**src/rtl/muldiv_unit.sv**
```systemverilog
// muldiv_unit: iterative MULT/MULTU/DIV/DIVU unit for the E stage of the
// five-stage MIPS pipeline.
// - Asks the hazard unit to stall while an operation is in flight.
// - Aborts when flushE kills the E-stage op.
// - Writes HI/LO with a one-cycle strobe in the DONE state.
// Optional build macro MULDIV_EARLY_OUT_EN: a DIV/DIVU with a zero divisor,
// or with |a| < |b|, skips the iteration loop and goes straight to DONE.
module muldiv_unit (
  input  logic        clk,
  input  logic        reset,
  input  logic        start,
  input  logic [1:0]  op,
  input  logic [31:0] a,
  input  logic [31:0] b,
  input  logic        flushE,
  output logic        stall_req,
  output logic        hilo_we,
  output logic [31:0] hi,
  output logic [31:0] lo
);

  typedef enum logic [1:0] {IDLE, MUL, DIV, DONE} state_t;

  state_t             state, nextState;
  logic [5:0]         cnt;

  // Acceptance-cycle decode of the incoming operands
  logic               accept;
  logic               isSignedIn, aNegIn, bNegIn, earlyOut;
  logic signed [31:0] aSgn, bSgn;
  logic [31:0]        aMagIn, bMagIn;

  // Operation context latched at acceptance
  logic               isDiv, negP, negQ, negR, divZero;
  logic [31:0]        aRaw, aMag, bMag;
  logic signed [63:0] prodReg;
  logic [31:0]        quoReg, remReg;
  logic [32:0]        remShift, remDiff;

  // Sign fix-up and divide-by-zero override of the magnitude division.
  // The 0x8000_0000 / -1 case needs no special path. Its magnitude
  // quotient is 0x8000_0000, and the signs cancel, so the result is
  // already the required lo=0x8000_0000, hi=0.
  function automatic logic [63:0] divFixup(
    input logic [31:0] q,
    input logic [31:0] r,
    input logic        nq,
    input logic        nr,
    input logic        dz,
    input logic [31:0] dividend
  );
    logic [31:0] qOut, rOut;
    qOut = nq ? (~q + 32'd1) : q;
    rOut = nr ? (~r + 32'd1) : r;
    if (dz) return {dividend, 32'hFFFF_FFFF};
    return {rOut, qOut};
  endfunction

  assign accept     = (state == IDLE) && start && !flushE;
  assign isSignedIn = !op[0];
  assign aSgn       = a;
  assign bSgn       = b;
  assign aNegIn     = isSignedIn && (aSgn < 0);
  assign bNegIn     = isSignedIn && (bSgn < 0);
  assign aMagIn     = aNegIn ? (~a + 32'd1) : a;
  assign bMagIn     = bNegIn ? (~b + 32'd1) : b;

`ifdef MULDIV_EARLY_OUT_EN
  assign earlyOut = op[1] && ((b == 32'd0) || (aMagIn < bMagIn));
`else
  assign earlyOut = 1'b0;
`endif

  // One restoring-division step: shift in the next dividend bit, then trial-subtract
  assign remShift = {remReg, quoReg[31]};
  assign remDiff  = remShift - {1'b0, bMag};

  // State register
  always_ff @(posedge clk or posedge reset) begin
    if (reset) state <= IDLE;
    else       state <= nextState;
  end

  // Next-state logic; flushE aborts any in-flight op
  always_comb begin
    nextState = state;
    case (state)
      IDLE: if (accept) nextState = earlyOut ? DONE : (op[1] ? DIV : MUL);
      MUL:  if (flushE) nextState = IDLE;
            else if (cnt == 6'd1) nextState = DONE;
      DIV:  if (flushE) nextState = IDLE;
            else if (cnt == 6'd31) nextState = DONE;
      DONE: nextState = IDLE;
      default: nextState = IDLE;
    endcase
  end

  // Outputs: combinational stall so the hazard unit sees it in the acceptance cycle
  always_comb begin
    stall_req = 1'b0;
    hilo_we   = 1'b0;
    case (state)
      IDLE:    stall_req = start && !flushE;
      MUL,
      DIV:     stall_req = 1'b1;
      DONE:    hilo_we   = !flushE;
      default: ;
    endcase
  end

  // Iteration counter; restarts from zero whenever the unit is not iterating
  always_ff @(posedge clk or posedge reset) begin
    if (reset)                              cnt <= 6'd0;
    else if ((state == MUL) || (state == DIV)) cnt <= cnt + 6'd1;
    else                                    cnt <= 6'd0;
  end

  // Datapath: latch operands on acceptance, then multiply or divide
  always_ff @(posedge clk) begin
    if (accept) begin
      isDiv   <= op[1];
      negP    <= aNegIn ^ bNegIn;
      negQ    <= aNegIn ^ bNegIn;
      negR    <= aNegIn;
      divZero <= (b == 32'd0);
      aRaw    <= a;
      aMag    <= aMagIn;
      bMag    <= bMagIn;
      quoReg  <= earlyOut ? 32'd0  : aMagIn;
      remReg  <= earlyOut ? aMagIn : 32'd0;
    end else if (state == MUL) begin
      if (cnt == 6'd0) prodReg <= $signed({32'd0, aMag} * {32'd0, bMag});
      else if (negP)   prodReg <= -prodReg;
    end else if (state == DIV) begin
      if (!remDiff[32]) begin
        remReg <= remDiff[31:0];
        quoReg <= {quoReg[30:0], 1'b1};
      end else begin
        remReg <= remShift[31:0];
        quoReg <= {quoReg[30:0], 1'b0};
      end
    end
  end

  // HI/LO result registers: change only on the write strobe or reset
  always_ff @(posedge clk or posedge reset) begin
    if (reset) begin
      hi <= 32'd0;
      lo <= 32'd0;
    end else if (hilo_we) begin
      if (isDiv) {hi, lo} <= divFixup(quoReg, remReg, negQ, negR, divZero, aRaw);
      else       {hi, lo} <= prodReg;
    end
  end

endmodule

```
**config.mk**
```make
export PLATFORM = sky130hd
export DESIGN_NAME = muldiv_unit
export DESIGN_NICKNAME = d
export VERILOG_FILES = /design/src/rtl/muldiv_unit.sv
export SDC_FILE = /design/constraint.sdc
export NUM_CORES = 2
export LEC_CHECK = 0
export CAP_MARGIN = 20
export CORE_MARGIN = 5
export CORE_UTILIZATION = 65
export DETAILED_ROUTE_END_ITERATION = 10
export PLACE_DENSITY_LB_ADDON = 0.15
export SLEW_MARGIN = 0
export SYNTH_ARGS = -nofsm -noshare
export SYNTH_HDL_FRONTEND = slang
export SYNTH_SLANG_ARGS = --single-unit
```
**constraint.sdc**
```tcl
create_clock -name clk -period 10.8 [get_ports clk]
set_input_delay 1.62 -clock clk [delete_from_list [all_inputs] [get_ports clk]]
set_output_delay 1.62 -clock clk [all_outputs]
set_load 0.03 [all_outputs]
```
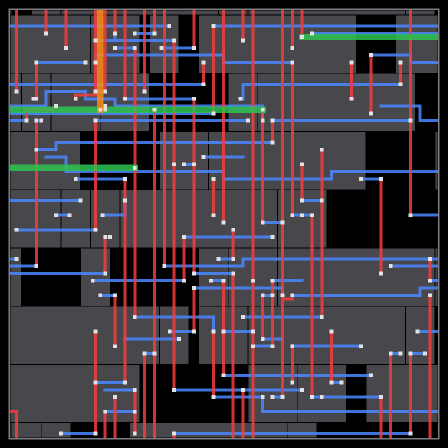
(images/detail.png)
Region (206, 206) to (226, 226) um. Cells in gray, sequential cells in the stronger gray; small squares are vias.
orange -> metal 4
green -> metal 3
red -> metal 2
blue -> metal 1
most frequent = and2_1 (9), inv_1 (9), fa_1 (9)
cells with their middle in the window = 27
sequential cells in the window = 0

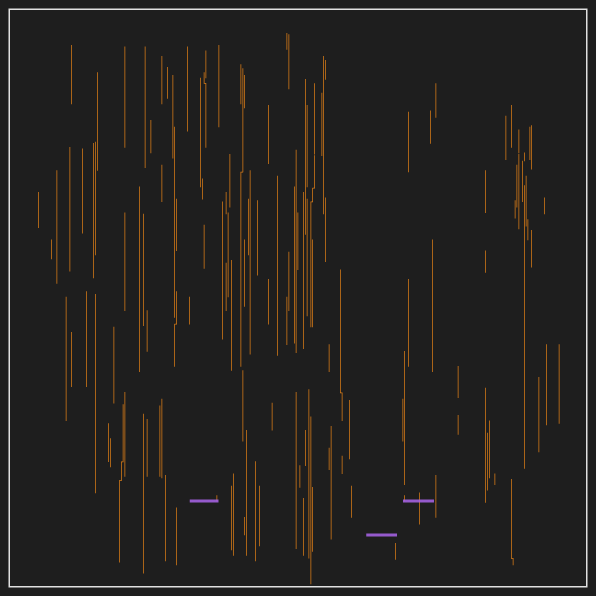
(images/wires.png)
(2 px per um) Only two layers are drawn.
orange -> metal 4  # wire length 5380 um
purple -> metal 5  # wire length 40.5 um
Detailed Route WL: 142.4 mm
gr usage total: 0.3525
overall via count from detail_route: 38600
WL per Instance: 21.88 um

==> flow.log <==
[metrics] run summary
INFO  metric fin_nets = 6715
INFO  metric place.port_buffers = 135
INFO  metric detail_route.iter0.violations = 3692
INFO  metric synthDistinctLibCells = 73
INFO  metric hold_buffers = 0
INFO  metric critPathMaxFanout = 20
INFO  metric r2r_end = prodReg[63]
INFO  metric post_synth_inst_count = 5477
INFO  metric clock.latency.late_pin = 0.56 ns
INFO  metric fmaxAchievable = 108.4 MHz
INFO  metric report.final.setup_viol = 0
INFO  metric synth-xor-area-share = 0.04655
INFO  metric setup.worst_path.class = reg -> reg
INFO  metric timing.critical_path.from_type = flop
INFO  metric initial_core_util = 0.6517
INFO  metric worst_ep_required_time = 11.07 ns
INFO  metric tritoncts.num_buffers = 35
INFO  metric fp.dieArea = 82950 um2
INFO  metric ioPinCount = 136
INFO  metric post_synth_mux_area_share = 0.004807
INFO  metric synth.top_cells.by_count = sky130_fd_sc_hd__inv_1 (906), sky130_fd_sc_hd__fa_1 (897), sky130_fd_sc_hd__nand2_1 (754)
INFO  metric clk_path_buf_depth = 3
INFO  metric grt_setup_unrepaired = no
INFO  metric cts-root-buf = sky130_fd_sc_hd__clkbuf_16
INFO  metric synth_warnings = 0
INFO  metric worst_hold_startpoint = lo[2]
INFO  metric synth-seq-area-share = 0.1652
INFO  metric post-synth-top-count-cell = sky130_fd_sc_hd__inv_1
INFO  metric final_core_utilization = 0.6968
INFO  metric place_inst = 6440
INFO  metric dp.final_hpwl = 113.1 mm
INFO  metric slew_viol_final = 0
INFO  metric antenna_found_initial = 5
INFO  metric grt_first_pass_wirelength = 227.1 mm
INFO  metric critical_path.reg2reg.startpoint = bMag[10]
INFO  metric share_of_flip_flops_with_an_asynchronous_set_or_reset = 0.2408
INFO  metric core = 77080 um2
INFO  metric arrival = 9.49 ns
INFO  metric max-cap-violations = 0
INFO  metric htreeDepth = 2
INFO  metric setup.reg_to_reg.worst_slack = 1.58 ns
INFO  metric ys_cells = 5477
INFO  metric result_of_the_run = complete, no violations
INFO  metric ys_sh_aoi = 0.08276
INFO  metric layout.cells.non_filler = 6507
INFO  metric share_of_post_route_cells_with_drive_strength_above_1 = 0.03311
INFO  metric timing.slew.headroom = 0.2287
INFO  metric ys_seq_elements = 299
INFO  metric clkSlewWorstSetupHoldPaths = 0.06 ns
INFO  metric areaGrowthSynthToFinish = 6.919%
INFO  metric die_w = 288.0 um
INFO  metric dieHeight = 288.0 um
INFO  metric syn_area = 50240 um2
INFO  metric preCtsSetupSlack = 1.756 ns
INFO  metric synth_adder_area_share = 0.4342
INFO  metric drt.antenna.violating_nets = 0
INFO  metric drtPass1Iterations = 7
INFO  metric enable_flop_cells = 195
INFO  metric tritoncts_clock_tree = done
INFO  metric global_route.overflow_total = 0
INFO  metric hold_path_class = reg -> reg
INFO  metric min_period = 9.223 ns
INFO  metric drc_violation_count_after_routing = 0
INFO  metric hold_path_end = lo[2]
INFO  metric tightestPinTransition = 1.157 ns
INFO  metric crit_path_start = bMag[10]
INFO  metric fill_cells = 6070
INFO  metric rows = 102
INFO  metric postCtsResizedCells = 0
INFO  metric synth-simple-area-share = 0.1759
INFO  metric netlist_logic_family_top = adder cells
INFO  metric postSynthAreaPerCell = 9.173 um2
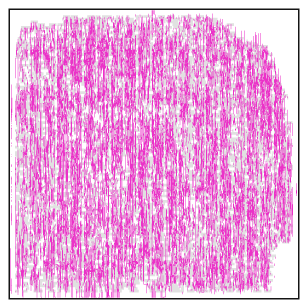
(images/layer_met2.png)
(1 px per um)
longest straight run = 110 um
main direction = vertical
share of all routed wire = 45%
wire length on this layer = 63.6 mm
met2 track demand over resource: 0.5415

-- metrics by stage --
step,hold WS [ns],instance area (um2)
after floorplan,0.4750,50240
after global placement,0.4624,52480
after detailed placement,0.4694,52480
after CTS,0.4823,53640
after global routing,0.4910,53710
final,0.4762,53710
-- metal layers --
metal | vias up | track usage | routed length, um
li1 | 16950 | - | -
met1 | 19420 | 0.5035 | 58170
met2 | 1915 | 0.5415 | 63550
met3 | 313 | 0.07973 | 15250
met4 | 6 | 0.1158 | 5381
met5 | - | 0 | 40
-- layout make-up --
cell class	count	area, um2	area share
diodes	1	2.502	0.00004659
clock buffers	49	991.0	0.01845
clock inverters	14	163.9	0.003051
inverters	907	3410	0.06348
multi-input cells	3968	37440	0.6970
flip-flops and latches	299	8298	0.1545
well taps	1040	1301	0.02423
repair buffers	229	2110	0.03927
-- cell usage in the layout, fill, tap and decap left out, drive strengths merged, types with 23 or more instances in the layout --
cell / n
nor3: 34
a21oi: 208
nand3: 23
xnor2: 155
nand2: 754
ha: 308
and2: 605
buf: 94
nor2: 170
dfrtp: 72
edfxtp: 195
a21o: 56
or3: 47
o211ai: 23
o21ai: 240
o31ai: 31
clkbuf: 49
fa: 897
dfxtp: 32
xor2: 112
mux2i: 23
inv: 909
clkdlybuf4s50: 135
o22ai: 34
-- worst max-delay path, stage by stage (launching register included) --
cell,delay [ns]
sky130_fd_sc_hd__edfxtp_1,0.92
sky130_fd_sc_hd__buf_4,0.40
sky130_fd_sc_hd__and2_1,0.19
sky130_fd_sc_hd__fa_1,0.46
sky130_fd_sc_hd__fa_1,0.55
sky130_fd_sc_hd__inv_1,0.06
sky130_fd_sc_hd__fa_1,0.45
sky130_fd_sc_hd__fa_1,0.54
sky130_fd_sc_hd__inv_1,0.05
sky130_fd_sc_hd__fa_1,0.56
sky130_fd_sc_hd__fa_1,0.45
sky130_fd_sc_hd__fa_1,0.54
sky130_fd_sc_hd__inv_1,0.07
sky130_fd_sc_hd__fa_1,0.48
sky130_fd_sc_hd__inv_1,0.04
sky130_fd_sc_hd__ha_1,0.40
sky130_fd_sc_hd__nand4_1,0.21
sky130_fd_sc_hd__or3_1,0.38
sky130_fd_sc_hd__nor2_1,0.12
sky130_fd_sc_hd__inv_1,0.06
sky130_fd_sc_hd__or4_1,0.40
sky130_fd_sc_hd__o221ai_1,0.47
sky130_fd_sc_hd__a41o_1,0.42
sky130_fd_sc_hd__a31oi_1,0.21
sky130_fd_sc_hd__o21ai_0,0.27
sky130_fd_sc_hd__xnor2_1,0.15
sky130_fd_sc_hd__mux2i_1,0.09
-- registers in the layout, indices dropped and copies added, names as in the netlist --
register,count
remReg,32
negR,1
cnt,6
lo,32
state,2
aMag,31
hi,32
bMag,32
divZero,1
negQ,1
aRaw,32
prodReg,64
isDiv,1
quoReg,32
